--- config.mk ---
export PLATFORM = sky130hd
export DESIGN_NAME = mac_tx_arbiter
export DESIGN_NICKNAME = d
export VERILOG_FILES = /design/src/rtl/mac_tx_arb_pkg.sv /design/src/rtl/mac_tx_arbiter_rr_pick.sv /design/src/rtl/mac_tx_arbiter.sv
export SDC_FILE = /design/constraint.sdc
export NUM_CORES = 1
export LEC_CHECK = 0
export CAP_MARGIN = 0
export CELL_PAD_IN_SITES_DETAIL_PLACEMENT = 1
export CELL_PAD_IN_SITES_GLOBAL_PLACEMENT = 1
export CORE_ASPECT_RATIO = 1.5
export CORE_MARGIN = 2
export CORE_UTILIZATION = 32
export DETAILED_ROUTE_END_ITERATION = 16
export GPL_TIMING_DRIVEN = 0
export PLACE_DENSITY = 0.87
export SYNTH_ARGS = -nofsm -noshare
export SYNTH_HDL_FRONTEND = slang
export SYNTH_SLANG_ARGS = --single-unit
--- constraint.sdc ---
create_clock -name clk_user -period 4.37 [get_ports clk_user]
set_input_delay 0.874 -clock clk_user [delete_from_list [all_inputs] [get_ports clk_user]]
set_output_delay 0.874 -clock clk_user [all_outputs]
set_load 0.02 [all_outputs]
--- src/rtl/mac_tx_arb_pkg.sv ---
// Shared types and constants for the MAC TX arbiter.
package mac_tx_arb_pkg;

  // Data word width, fixed by the MAC user TX interface.
  localparam int DATA_W = 32;

  // MAC byte-enable encoding for the last word of a packet.
  localparam logic [1:0] BE_4B = 2'b00;
  localparam logic [1:0] BE_1B = 2'b01;
  localparam logic [1:0] BE_2B = 2'b10;
  localparam logic [1:0] BE_3B = 2'b11;

  typedef enum logic [1:0] {
    IDLE = 2'd0,
    XFER = 2'd1,
    GAP  = 2'd2
  } arb_state_t;

endpackage

--- src/rtl/mac_tx_arbiter_rr_pick.sv ---
// Combinational circular priority picker: returns the first asserted
// request at or after ptr_i, as a one-hot vector and as an index.
module rr_pick #(
  parameter int N     = 4,
  parameter int IDX_W = (N > 1) ? $clog2(N) : 1
) (
  input  logic [N-1:0]     req_i,
  input  logic [IDX_W-1:0] ptr_i,
  output logic [N-1:0]     gnt_o,
  output logic [IDX_W-1:0] idx_o
);

  logic found;

  // Walk the requesters in circular order starting at the pointer.
  always_comb begin
    // NOTE: every output gets a default before the loop, so no path leaves it unassigned and no latch is inferred.
    gnt_o = '0;
    idx_o = '0;
    found = 1'b0;
    for (int k = 0; k < N; k++) begin
      if (!found && req_i[(int'(ptr_i) + k) % N]) begin
        found                        = 1'b1;
        gnt_o[(int'(ptr_i) + k) % N] = 1'b1;
        idx_o                        = IDX_W'((int'(ptr_i) + k) % N);
      end
    end
  end

endmodule

--- src/rtl/mac_tx_arbiter.sv ---
// Packet-granular round-robin arbiter sharing the MAC user TX interface
// between NUM_REQ sources, with flow control from tx_mac_wa and a forced
// idle gap of IPG_CYCLES after every packet.
// Optional statistics counters (pkt_cnt, stall_cnt) are built when the
// macro MAC_TX_ARB_STAT_EN is defined.
module mac_tx_arbiter
  import mac_tx_arb_pkg::*;
#(
  parameter int NUM_REQ    = 4,
  parameter int IPG_CYCLES = 2
) (
  input  logic                      clk_user,
  input  logic                      reset_n,
  input  logic [NUM_REQ-1:0]        req_vld,
  input  logic [NUM_REQ*DATA_W-1:0] req_data,
  input  logic [NUM_REQ*2-1:0]      req_be,
  input  logic [NUM_REQ-1:0]        req_sop,
  input  logic [NUM_REQ-1:0]        req_eop,
  output logic [NUM_REQ-1:0]        req_rdy,
  output logic [NUM_REQ-1:0]        grant,
  input  logic                      tx_mac_wa,
  output logic                      tx_mac_wr,
  output logic [DATA_W-1:0]         tx_mac_data,
  output logic [1:0]                tx_mac_be,
  output logic                      tx_mac_sop,
  output logic                      tx_mac_eop,
  output logic                      busy
`ifdef MAC_TX_ARB_STAT_EN
  ,
  output logic [NUM_REQ*16-1:0]     pkt_cnt,
  output logic [15:0]               stall_cnt
`endif
);

  localparam int         IDX_W    = $clog2(NUM_REQ);
  localparam logic [3:0] GAP_LAST = (IPG_CYCLES > 0) ? 4'(IPG_CYCLES - 1) : 4'd0;

  arb_state_t          state_q;
  logic [NUM_REQ-1:0]  grant_q;
  logic [IDX_W-1:0]    gidx_q;
  logic [IDX_W-1:0]    ptr_q;
  logic [3:0]          gap_q;
  logic                first_q;
  logic                wr_q;
  logic [DATA_W-1:0]   data_q;
  logic [1:0]          be_q;
  logic                sop_q;
  logic                eop_q;

  logic [NUM_REQ-1:0]  pick_gnt;
  logic [IDX_W-1:0]    pick_idx;
  logic                sel_vld;
  logic [DATA_W-1:0]   sel_data;
  logic [1:0]          sel_be;
  logic                sel_eop;
  logic                beat_acc;
  logic [IDX_W-1:0]    ptr_d;

  // Framing is regenerated from grant position, so the source's own sop
  // flags never reach the MAC.
  logic unused_sop;
  assign unused_sop = ^req_sop;

  rr_pick #(
    .N     (NUM_REQ),
    .IDX_W (IDX_W)
  ) u_rr_pick (
    .req_i (req_vld),
    .ptr_i (ptr_q),
    .gnt_o (pick_gnt),
    .idx_o (pick_idx)
  );

  // Select the granted source's beat signals.
  always_comb begin
    sel_vld  = 1'b0;
    sel_data = '0;
    sel_be   = BE_4B;
    sel_eop  = 1'b0;
    for (int i = 0; i < NUM_REQ; i++) begin
      if (gidx_q == IDX_W'(i)) begin
        sel_vld  = req_vld[i];
        sel_data = req_data[i*DATA_W +: DATA_W];
        sel_be   = req_be[i*2 +: 2];
        sel_eop  = req_eop[i];
      end
    end
  end

  // Ready follows wa in the same cycle so a stall needs no extra latency.
  assign req_rdy  = (state_q == XFER && tx_mac_wa) ? grant_q : '0;
  assign beat_acc = (state_q == XFER) && sel_vld && tx_mac_wa;
  assign ptr_d    = (gidx_q == IDX_W'(NUM_REQ - 1)) ? '0 : gidx_q + 1'b1;

  // Arbitration FSM with registered MAC-side outputs.
  always_ff @(posedge clk_user or negedge reset_n) begin
    if (!reset_n) begin
      // NOTE: the output data registers are reset too, so the MAC never sees X after reset.
      state_q <= IDLE;
      grant_q <= '0;
      gidx_q  <= '0;
      ptr_q   <= '0;
      gap_q   <= '0;
      first_q <= 1'b0;
      wr_q    <= 1'b0;
      data_q  <= '0;
      be_q    <= BE_4B;
      sop_q   <= 1'b0;
      eop_q   <= 1'b0;
    end else begin
      // NOTE: non-blocking assignments here, so every register samples pre-edge values.
      wr_q <= 1'b0;
      unique case (state_q)
        IDLE: begin
          if (|req_vld) begin
            grant_q <= pick_gnt;
            gidx_q  <= pick_idx;
            first_q <= 1'b1;
            state_q <= XFER;
          end
        end
        XFER: begin
          if (beat_acc) begin
            wr_q    <= 1'b1;
            data_q  <= sel_data;
            sop_q   <= first_q;
            first_q <= 1'b0;
            eop_q   <= sel_eop;
            be_q    <= sel_eop ? sel_be : BE_4B;
            if (sel_eop) begin
              ptr_q   <= ptr_d;
              grant_q <= '0;
              gap_q   <= '0;
              state_q <= (IPG_CYCLES > 0) ? GAP : IDLE;
            end
          end
        end
        GAP: begin
          if (gap_q == GAP_LAST) begin
            gap_q   <= '0;
            state_q <= IDLE;
          end else begin
            gap_q <= gap_q + 4'd1;
          end
        end
        default: state_q <= IDLE;
      endcase
    end
  end

  assign grant       = grant_q;
  assign tx_mac_wr   = wr_q;
  assign tx_mac_data = data_q;
  assign tx_mac_be   = be_q;
  assign tx_mac_sop  = sop_q;
  assign tx_mac_eop  = eop_q;
  assign busy        = (state_q != IDLE);

`ifdef MAC_TX_ARB_STAT_EN
  logic [NUM_REQ*16-1:0] pkt_cnt_q;
  logic [15:0]           stall_q;

  // Per-source wrapping packet counters and a saturating stall counter.
  always_ff @(posedge clk_user or negedge reset_n) begin
    if (!reset_n) begin
      pkt_cnt_q <= '0;
      stall_q   <= '0;
    end else begin
      if (beat_acc && sel_eop) begin
        for (int i = 0; i < NUM_REQ; i++) begin
          if (gidx_q == IDX_W'(i)) begin
            pkt_cnt_q[i*16 +: 16] <= pkt_cnt_q[i*16 +: 16] + 16'd1;
          end
        end
      end
      if (state_q == XFER && sel_vld && !tx_mac_wa && stall_q != 16'hFFFF) begin
        stall_q <= stall_q + 16'd1;
      end
    end
  end

  assign pkt_cnt   = pkt_cnt_q;
  assign stall_cnt = stall_q;
`endif

endmodule

Run 1, sequential cells colored by netlist name:
Other sequential cells in the stronger gray, the rest of the logic in the fainter gray.
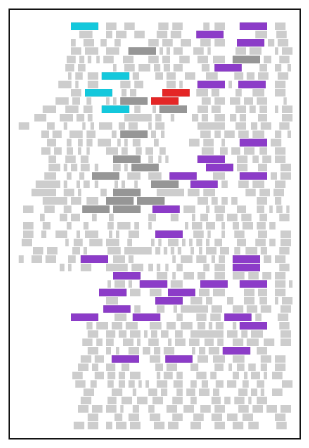
color	netlist name	placed flops
cyan	`grant`	4
red	`tx_mac_be`	2
purple	`tx_mac_data`	32
not colored	14

Run 1, routed clock nets over the placement:
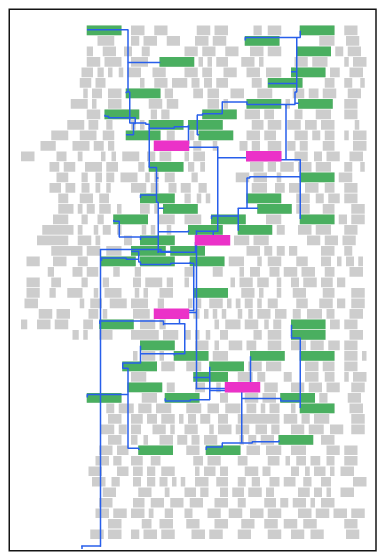
[blue] clock wires | length: 789 um
[magenta] clock-net drivers | count: 5
[green] flip-flops | count: 52
routed clock nets	6

Run 1, M4 wires:
The bar under the picture is 20 um long. Supply wires on this layer in gray.
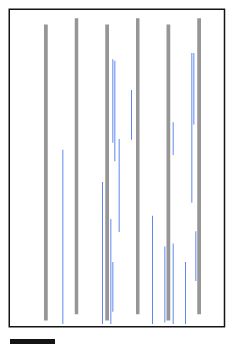
main direction	vertical
share of all routed wire	3.8%
wire length on this layer	628 um
longest straight run	76.8 um
nets with wire on the layer	15

-- run 1: critical path: stages --
cell	delay (ns)
clkdlybuf4s50_1	0.45
and3b_1	0.28
and2_1	0.17
clkdlybuf4s50_1	0.61
-- run 1: final cells by class --
cell class / count / area [um^2] / area share [%]
clock buffer: 6 / 128.9 / 2.071
inverter: 16 / 60.06 / 0.9650
multi-input combinational: 316 / 2396 / 38.50
buffer: 39 / 183.9 / 2.955
timing repair buffer: 192 / 1927 / 30.96
tap: 153 / 191.4 / 3.076
clock inverter: 2 / 35.03 / 0.5629
sequential: 52 / 1301 / 20.91
-- run 1: power by group --
part           internal, mW  switching, mW
logic                  1.21           1.45
registers             0.703          0.152
clock network         0.270          0.184
==> impl_metrics.csv, run 1 <==
group,metric,value,unit
global_routing,grt_pass1_vias,4621,
placed_design,dpl.hpwl,13.26,mm
global_routing,met2_usage,47.85,%
logic_synthesis,async_reset_ff_share,100.0,%
run,cap_violations,0,
detailed_routing,vias_per_cell,5.468,
hold_path,holdPathStages,1,
logic_synthesis,ys.flops,52,
logic_synthesis,xor_share,0.2222,%
hold_path,hp-class,"register to register",
layout,area_growth,57.90,%
detailed_routing,vias,4243,
detailed_routing,ant_nets,0,
detailed_routing,wl_met3,1.008,mm
clocking,post_cts_resized,0,
clocking,htreeDepth,2,
detailed_routing,dr.first_iter.drc_count,106,
pwr,leakagePower,2.414,nW
logic_synthesis,aoi_share,22.06,%
logic_synthesis,syn_inst,423,
logic_synthesis,ys_seq_share,33.02,%
layout,fin_util,51.79,%
logic_synthesis,ys_cells,423,
final_timing,slew_headroom,55.77,%
final_timing,drv_slew,0,
logic_synthesis,yosys.area_share.simple,21.08,%
logic_synthesis,ff_type,"dfrtp_1",
die,ios,197,
placed_design,globalplace.congestion,0.9072,
detailed_routing,wl_per_cell,21.49,um
logic_synthesis,yosysMostFrequentCell,"nor2b_1",
logic_synthesis,topCellsByArea,"dfrtp_1 (33%), nor2b_1 (11%), mux2_2 (11%), a221oi_1 (7.6%), o31ai_1 (6.9%)",
die,die_w,94.62,um
detailed_routing,wl_met1,6.036,mm
global_routing,grt_pass1_wl,25.68,mm
status,status,"finished clean",
final_timing,clock.fmax,307.0,MHz
final_timing,fin_setup_tns,0,ns
placed_design,post-place-ws,1.100,ns
logic_synthesis,syn_area_per_cell,9.317,um^2
detailed_routing,remaining_drc_errors,0,
detailed_routing,top_layer_used,"met4",
worst_setup_path,rrSetupSlack,1.37,ns
final_timing,worst_slack,1.113,ns
final_timing,hold_ws,0.5122,ns
logic_synthesis,synth_cell_types,46,
==> run 1 -> run 2 <==
--- a/config.mk
+++ b/config.mk
@@ -10,10 +10,10 @@
 export CELL_PAD_IN_SITES_GLOBAL_PLACEMENT = 1
 export CORE_ASPECT_RATIO = 1.5
 export CORE_MARGIN = 2
-export CORE_UTILIZATION = 32
+export CORE_UTILIZATION = 29
 export DETAILED_ROUTE_END_ITERATION = 16
 export GPL_TIMING_DRIVEN = 0
-export PLACE_DENSITY = 0.87
+export PLACE_DENSITY = 0.8
 export SYNTH_ARGS = -nofsm -noshare
 export SYNTH_HDL_FRONTEND = slang
 export SYNTH_SLANG_ARGS = --single-unit
==> constraint.sdc (replaced) <==
create_clock -name clk_user -period 3.3 [get_ports clk_user]
set_input_delay 0.66 -clock clk_user [delete_from_list [all_inputs] [get_ports clk_user]]
set_output_delay 0.66 -clock clk_user [all_outputs]
set_load 0.02 [all_outputs]
Run 2, M4 wires:
The bar under the picture is 20 um long. Supply wires on this layer in gray.
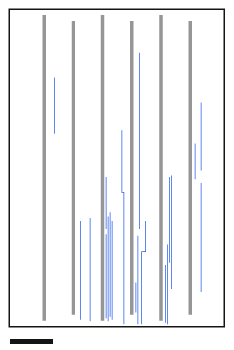
main direction	vertical
share of all routed wire	5.1%
Vias: 4,206
WL final: 16.58 mm

==> run 2 against run 1 <==
  * Cell count up 1.2%
  * Register-to-register slack worse by 1.1 ns
  * Largest power group unchanged
  * Design area about the same
  * Highest routed layer unchanged
  * First-iteration DRC count up 20%
  * Critical endpoint is now grant[1]$_DFFE_PN0P_
  * Hold slack worse by 0.21 ns
==> impl_metrics.csv, run 2 <==
group,metric,value,unit
status,status,"finished clean",
detailed_routing,wl_per_cell,21.12,um
logic_synthesis,async_reset_ff_share,100.0,%
detailed_routing,vias_per_cell,5.358,
pwr,leakagePower,2.403,nW
clocking,post_cts_resized,0,
global_routing,grt_pass1_wl,25.51,mm
logic_synthesis,synth_cell_types,46,
layout,clock_area_share,2.414,%
placed_design,globalplace.congestion,0.9148,
layout,seq_area,1301,um^2
logic_synthesis,topCellsByArea,"dfrtp_1 (33%), nor2b_1 (11%), mux2_2 (11%), a221oi_1 (7.6%), o31ai_1 (6.9%)",
pwr,pwr-share-seq,21.7,%
clocking,htreeDepth,2,
layout,fin_util,46.42,%
logic_synthesis,syn_area_per_cell,9.317,um^2
logic_synthesis,aoi_share,22.06,%
pwr,swShare,44.99,%
run,cap_violations,0,
logic_synthesis,ys_cells,423,
layout,multi_input_comb_cells,316,
final_timing,clock.fmax,334.8,MHz
placed_design,dpl.hpwl,13.29,mm
logic_synthesis,yosysMostFrequentCell,"nor2b_1",
pwr,p_sw,2.321,mW
layout,comb_area,2396,um^2
die,ios,197,
final_timing,drv_slew,0,
worst_setup_path,worstPathBufferInverterCount,3,
layout,largest_cell_class,"combinational gates",
detailed_routing,remaining_drc_errors,0,
worst_setup_path,slowest_delay,0.62,ns
logic_synthesis,yosys.area_share.simple,21.08,%
logic_synthesis,ys.flops,52,
worst_setup_path,rrSetupSlack,0.31,ns
logic_synthesis,xor_share,0.2222,%
hold_path,hp-class,"input pin to async pin",
global_routing,met2_usage,41.59,%
worst_setup_path,slowest_stage,"mux4_2",
[run 2: cell counts after synthesis]
Identical to the previous run, type by type.
[run 2: power groups by stage]
stage | combinational (mW) | sequential (mW) | clock (mW)
6_report | 3.49 | 1.12 | 0.552
3_3_place_gp | 3.40 | 1.11 | 0
5_1_grt | 3.77 | 1.16 | 0.588
4_1_cts | 3.51 | 1.12 | 0.570
3_5_place_dp | 3.50 | 1.14 | 0
2_1_floorplan | 1.89 | 1.37 | 0
Power and IR drop assume default switching activity.
